==> images/pins.png <==
Pins as bars across the die edge, other pins in grey.
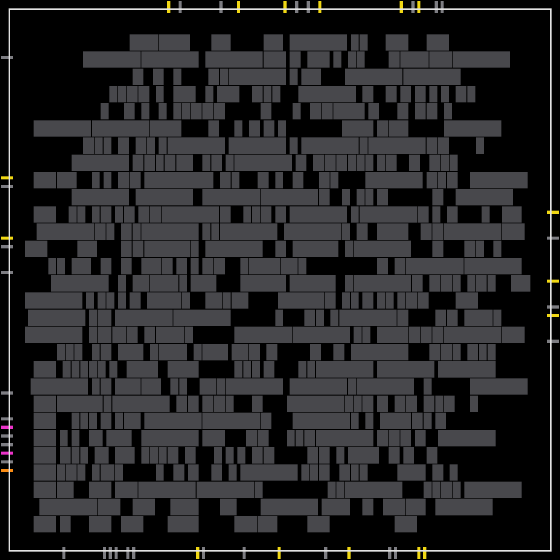
==> images/gate_families.png <==
The bar under the picture is 20 um long.
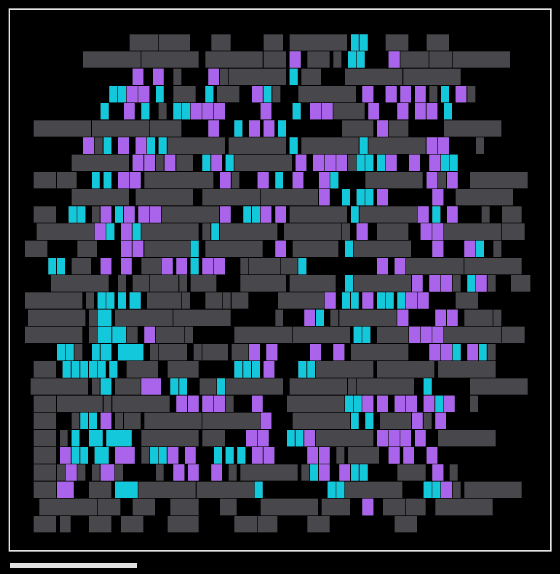
==> images/metal_stack.png <==
Two of the layers only.
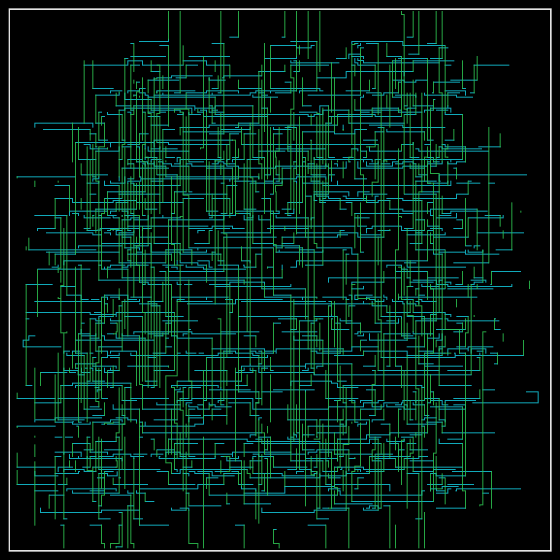
==> images/registers.png <==
The bar under the picture is 20 um long. Other sequential cells in the stronger grey, the rest of the logic in the fainter grey.
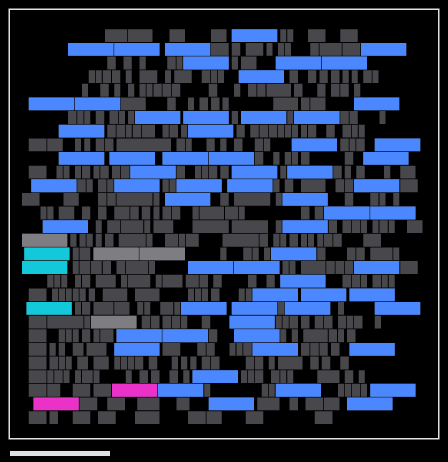
==> images/final_clocks.png <==
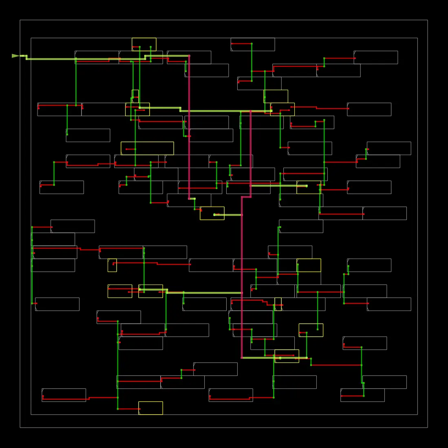
**config.mk**
```make
export PLATFORM = sky130hd
export DESIGN_NAME = fetch_sequencer
export DESIGN_NICKNAME = d
export VERILOG_FILES = /design/src/rtl/fetch_sequencer.sv
export SDC_FILE = /design/constraint.sdc
export NUM_CORES = 1
export LEC_CHECK = 0
export ABC_AREA = 1
export ABC_CLOCK_PERIOD_IN_PS = 3100
export CORE_MARGIN = 2
export CORE_UTILIZATION = 55
export CTS_CLUSTER_DIAMETER = 100
export CTS_CLUSTER_SIZE = 25
export DETAILED_ROUTE_END_ITERATION = 12
export PLACE_DENSITY_LB_ADDON = 0.25
export SLEW_MARGIN = 20
export SYNTH_ARGS = -nofsm -noshare
export SYNTH_HDL_FRONTEND = slang
export SYNTH_SLANG_ARGS = --single-unit
```
**constraint.sdc**
```tcl
create_clock -name clk -period 3.1 [get_ports clk]
set_input_delay 0.62 -clock clk [delete_from_list [all_inputs] [get_ports clk]]
set_output_delay 0.62 -clock clk [all_outputs]
set_load 0.02 [all_outputs]
```
**src/rtl/fetch_sequencer.sv**
```systemverilog
// Instruction-fetch sequencing controller: picks the PC source, generates stall
// and flush controls, and maintains a circular return-address stack.
module fetch_sequencer #(
  parameter int ADDR_W    = 16,
  parameter int RAS_DEPTH = 4
) (
  input  logic              clk,
  input  logic              rst_n,
  input  logic              dec_valid,
  input  logic              dec_jump,
  input  logic              dec_call,
  input  logic              dec_ret,
  input  logic              dec_branch_taken,
  input  logic [ADDR_W-1:0] dec_link_addr,
  input  logic              load_use_hazard,
  input  logic              ext_stall,
  output logic [1:0]        pc_src,
  output logic              pc_write,
  output logic              ifid_write,
  output logic              ifid_flush,
  output logic [ADDR_W-1:0] ret_addr,
  output logic              ras_empty,
  output logic              ras_ovf,
  output logic              ras_unf
);

  // state   | meaning
  // S_RUN   | normal sequential fetch
  // S_STALL | front end frozen by a hazard or fetch wait
  // S_SHADOW| cycle after a redirect; decode slot holds a squashed instruction
  typedef enum logic [1:0] {S_RUN, S_STALL, S_SHADOW} state_e;

  localparam int PW = $clog2(RAS_DEPTH);
  localparam int CW = PW + 1;

  state_e            state_q, state_d;
  logic [PW-1:0]     sp_q, sp_d;
  logic [CW-1:0]     cnt_q, cnt_d;
  logic [ADDR_W-1:0] entry_q [RAS_DEPTH];
  logic              ovf_q, ovf_d, unf_q, unf_d;
  logic              push, pop, ev_valid, ras_full;
  logic [PW-1:0]     sp_m1;

  assign ev_valid = dec_valid && (state_q != S_SHADOW);
  assign ras_full = (cnt_q == CW'(RAS_DEPTH));
  assign sp_m1    = sp_q - PW'(1);

  always_comb begin
    pc_src     = 2'b00;
    pc_write   = 1'b1;
    ifid_write = 1'b1;
    ifid_flush = 1'b0;
    push       = 1'b0;
    pop        = 1'b0;
    state_d    = S_RUN;
    if (ext_stall) begin
      pc_write   = 1'b0;
      ifid_write = 1'b0;
      // a stalled shadow keeps masking the squashed decode slot
      state_d    = (state_q == S_SHADOW) ? S_SHADOW : S_STALL;
    end else if (state_q == S_SHADOW) begin
      state_d = S_RUN;
    end else if (ev_valid && load_use_hazard) begin
      pc_write   = 1'b0;
      ifid_write = 1'b0;
      state_d    = S_STALL;
    end else if (ev_valid && dec_ret) begin
      pc_src     = 2'b11;
      ifid_flush = 1'b1;
      pop        = 1'b1;
      state_d    = S_SHADOW;
    end else if (ev_valid && dec_branch_taken) begin
      pc_src     = 2'b10;
      ifid_flush = 1'b1;
      state_d    = S_SHADOW;
    end else if (ev_valid && (dec_jump || dec_call)) begin
      pc_src     = 2'b01;
      ifid_flush = 1'b1;
      push       = dec_call;
      state_d    = S_SHADOW;
    end
  end

  always_comb begin
    sp_d  = sp_q;
    cnt_d = cnt_q;
    ovf_d = ovf_q;
    unf_d = unf_q;
    if (push) begin
      sp_d = sp_q + PW'(1);
      if (ras_full) ovf_d = 1'b1;
      else          cnt_d = cnt_q + CW'(1);
    end else if (pop) begin
      if (cnt_q == '0) begin
        unf_d = 1'b1;
      end else begin
        sp_d  = sp_m1;
        cnt_d = cnt_q - CW'(1);
      end
    end
  end

  always_ff @(posedge clk or negedge rst_n) begin
    if (!rst_n) begin
      state_q <= S_RUN;
      sp_q    <= '0;
      cnt_q   <= '0;
      ovf_q   <= 1'b0;
      unf_q   <= 1'b0;
    end else begin
      state_q <= state_d;
      sp_q    <= sp_d;
      cnt_q   <= cnt_d;
      ovf_q   <= ovf_d;
      unf_q   <= unf_d;
    end
  end

  // when full, sp already points at the oldest entry, so a push overwrites it
  always_ff @(posedge clk or negedge rst_n) begin
    if (!rst_n) begin
      for (int i = 0; i < RAS_DEPTH; i++) entry_q[i] <= '0;
    end else if (push) begin
      entry_q[sp_q] <= dec_link_addr;
    end
  end

  assign ret_addr  = (cnt_q != '0) ? entry_q[sp_m1] : '0;
  assign ras_empty = (cnt_q == '0);
  assign ras_ovf   = ovf_q;
  assign ras_unf   = unf_q;

endmodule

```
==> impl_metrics.env <==
# flow metrics
export IMPL_crit_required_ns=2.48
export IMPL_slew_violations=0
export IMPL_critPathCaptureType="primary output"
export IMPL_ys_cells=442
export IMPL_first_iter_violations=226
export IMPL_yosysWarnings=0
export IMPL_logic_family="AND-OR/OR-AND gates"
export IMPL_syn_instance_count=442
export IMPL_worstRegToRegCells=11
export IMPL_p_sw_w=0.00196
export IMPL_edf_count=0
export IMPL_comb_power_share=0.515
export IMPL_cts_tree="built"
export IMPL_num_fill_cells=525
export IMPL_tightest_slew_ns=0.699
export IMPL_min_period_ns=2.88
export IMPL_synthFlopType="dfrtp_1"
export IMPL_whs_ns=0.231
export IMPL_initCoreUtil=0.570
export IMPL_layout_area_seq_um2=1830
export IMPL_crit_fanout=16
export IMPL_r2r_end="cnt_q[2]"
export IMPL_status="completed"
export IMPL_clock_path_buffers=2
export IMPL_place_inst=550
export IMPL_peakVddDrop_mv=0.618
export IMPL_clock_latency_ns=0.35
export IMPL_place_gp_congestion=0.785
export IMPL_hold_class="in2async"
export IMPL_core_um2=6390
export IMPL_worstSetupPathType="reg2out"
export IMPL_row_count=29
export IMPL_ys_seq_frac=0.502
export IMPL_yosys_area_um2=3640
export IMPL_crit_reg2reg_launch="state_q[1]"
export IMPL_routed_via_density=5.46
Back to the opening pictures, pins.png:
port	colour	pins	direction	edge
ifid_flush	orange	1	output	left
pc_src	magenta	2	output	left
ret_addr	yellow	16	output	6 top, 5 bottom, 3 right, 2 left
all pins by edge	16 bottom, 14 left, 13 top, 6 right
I/O Buffers: 48
die width: 85.4 um
Die Ht: 85.4 um

Back to the opening pictures, gate_families.png:
family	colour	cells
NAND gates	cyan	124
inverting AOI/OAI gates	purple	151
Non-Filler Instances: 567
multi-input combinational area share: 0.332
most instantiated logic cell after routing: nand2_1

Back to the opening pictures, metal_stack.png:
layer	colour	wire length
met1	cyan	3840 um
met2	green	4110 um
WL/cell: 15.0 um
All-Layer GR Usage: 0.262
DRT Wirelength: 8.49 mm
DR vias: 3096

Back to the opening pictures, registers.png:
name in the netlist	colour	sequential cells
entry_q	blue	64
state_q	magenta	2
cnt_q	cyan	3
Seq group: 0.00144 W
final core utilization: 0.685
flop share of the area: 0.418

Back to the opening pictures, final_clocks.png:
clk pwr: 0.000787 W
CLK BUF: 14
clk_skew: 0.00713 ns
Clock Sink Count: 73
CTS buffer count: 9

[cell usage in the layout (no fill, tap or decap), drive strengths merged]
master,instances
bufinv,1
dlymetal6s2s,6
nand2,118
dfrtp,73
nand4,2
o21bai,1
ha,4
a21o,1
nor2,8
clkinvlp,1
nand3,4
inv,50
xnor2,1
fa,1
a21oi,51
clkbuf,14
buf,11
o221ai,1
clkinv,2
xor2,1
dlygate4sd2,10
a31oi,1
clkdlybuf4s50,31
o21ai,97
[kinds of logic after synthesis]
family,after synthesis
buf+inv,78
fa+ha+maj,5
xor+xnor,2
compound gates,152
flops,73
simple gates,132
[per-layer routing]
layer	up-vias	track usage	wire, um
met4	0	0.0794	134
met5	-	0	0
met3	14	0.0545	415
met1	1482	0.350	3840
li1	1516	-	-
met2	84	0.432	4110
[worst min path at each step]
stage | cells after the start | startpoint | slack, ns | to
2_1_floorplan | 0 | rst_n | 0.32 | cnt_q[0]
3_3_place_gp | 2 | ras_ovf | 0.45 | ras_ovf
3_5_place_dp | 1 | ras_unf | 0.46 | ras_unf
4_1_cts | 1 | rst_n | 0.23 | state_q[1]
5_1_grt | 1 | rst_n | 0.26 | state_q[1]
6_report | 1 | rst_n | 0.23 | state_q[1]
[cells in the mapped netlist, types with 2 or more instances]
cell / instances / area (um2)
nand2_2: 3 / 18.8
ha_1: 4 / 50.1
a21oi_1: 50 / 250
nor2_1: 3 / 11.3
buf_2: 5 / 25.0
nand2_1: 113 / 424
clkbuf_1: 13 / 48.8
o21ai_0: 85 / 425
nor2_8: 2 / 40.0
inv_2: 2 / 7.51
inv_1: 49 / 184
buf_8: 2 / 30.0
nand3_1: 3 / 15.0
o21ai_1: 12 / 60.1
dfrtp_1: 73 / 1830
nand4_1: 2 / 12.5
nand2_4: 2 / 22.5
buf_6: 3 / 33.8
nor2_4: 3 / 33.8
[state kept, by name, indices dropped and copies added (netlist names)]
name,cells
state_q,2
ras_ovf,1
entry_q,64
cnt_q,3
ras_unf,1
sp_q,2
[final cells by class]
type / count / share of cell area
clock buffers: 14 / 0.0395
clock inverters: 2 / 0.00801
inverters: 52 / 0.0455
multi-input cells: 291 / 0.332
flip-flops and latches: 73 / 0.418
well taps: 77 / 0.0220
repair buffers: 58 / 0.135
[power groups by stage]
stage	Clock, W	Sequential, W	Combinational (W)
after floorplan	0	0.00143	0.00149
after global placement	0	0.00144	0.00236
after detailed placement	0	0.00146	0.00242
after CTS	0.000794	0.00144	0.00239
after global routing	0.000844	0.00148	0.00264
final	0.000787	0.00144	0.00237
[per-stage QoR]
step | setup WS (ns) | power, W | cell area, um2
finish | 0.220 | 0.00459 | 4370
global route | 0.0633 | 0.00497 | 4370
CTS | 0.00249 | 0.00463 | 4360
detailed placement | 0.207 | 0.00388 | 4140
global placement | 0.221 | 0.00380 | 4140
floorplan | 0.308 | 0.00292 | 3640
[critical path, stage by stage, from the launching register on]
cell and delay (ns):
dfrtp_1 0.37, inv_1 0.09, ha_2 0.43, clkinvlp_4 0.13, buf_12 0.16, a21oi_1 0.12
o21ai_0 0.11, a21oi_1 0.15, dlygate4sd2_1 0.35
[repair_timing]
action,CTS,global route
pin swaps,0,0
buffers inserted,1,0
endpoints found under the setup margin,16,6
gates resized,12,6
No activity file was given, so power comes from the tool's default toggle rates.
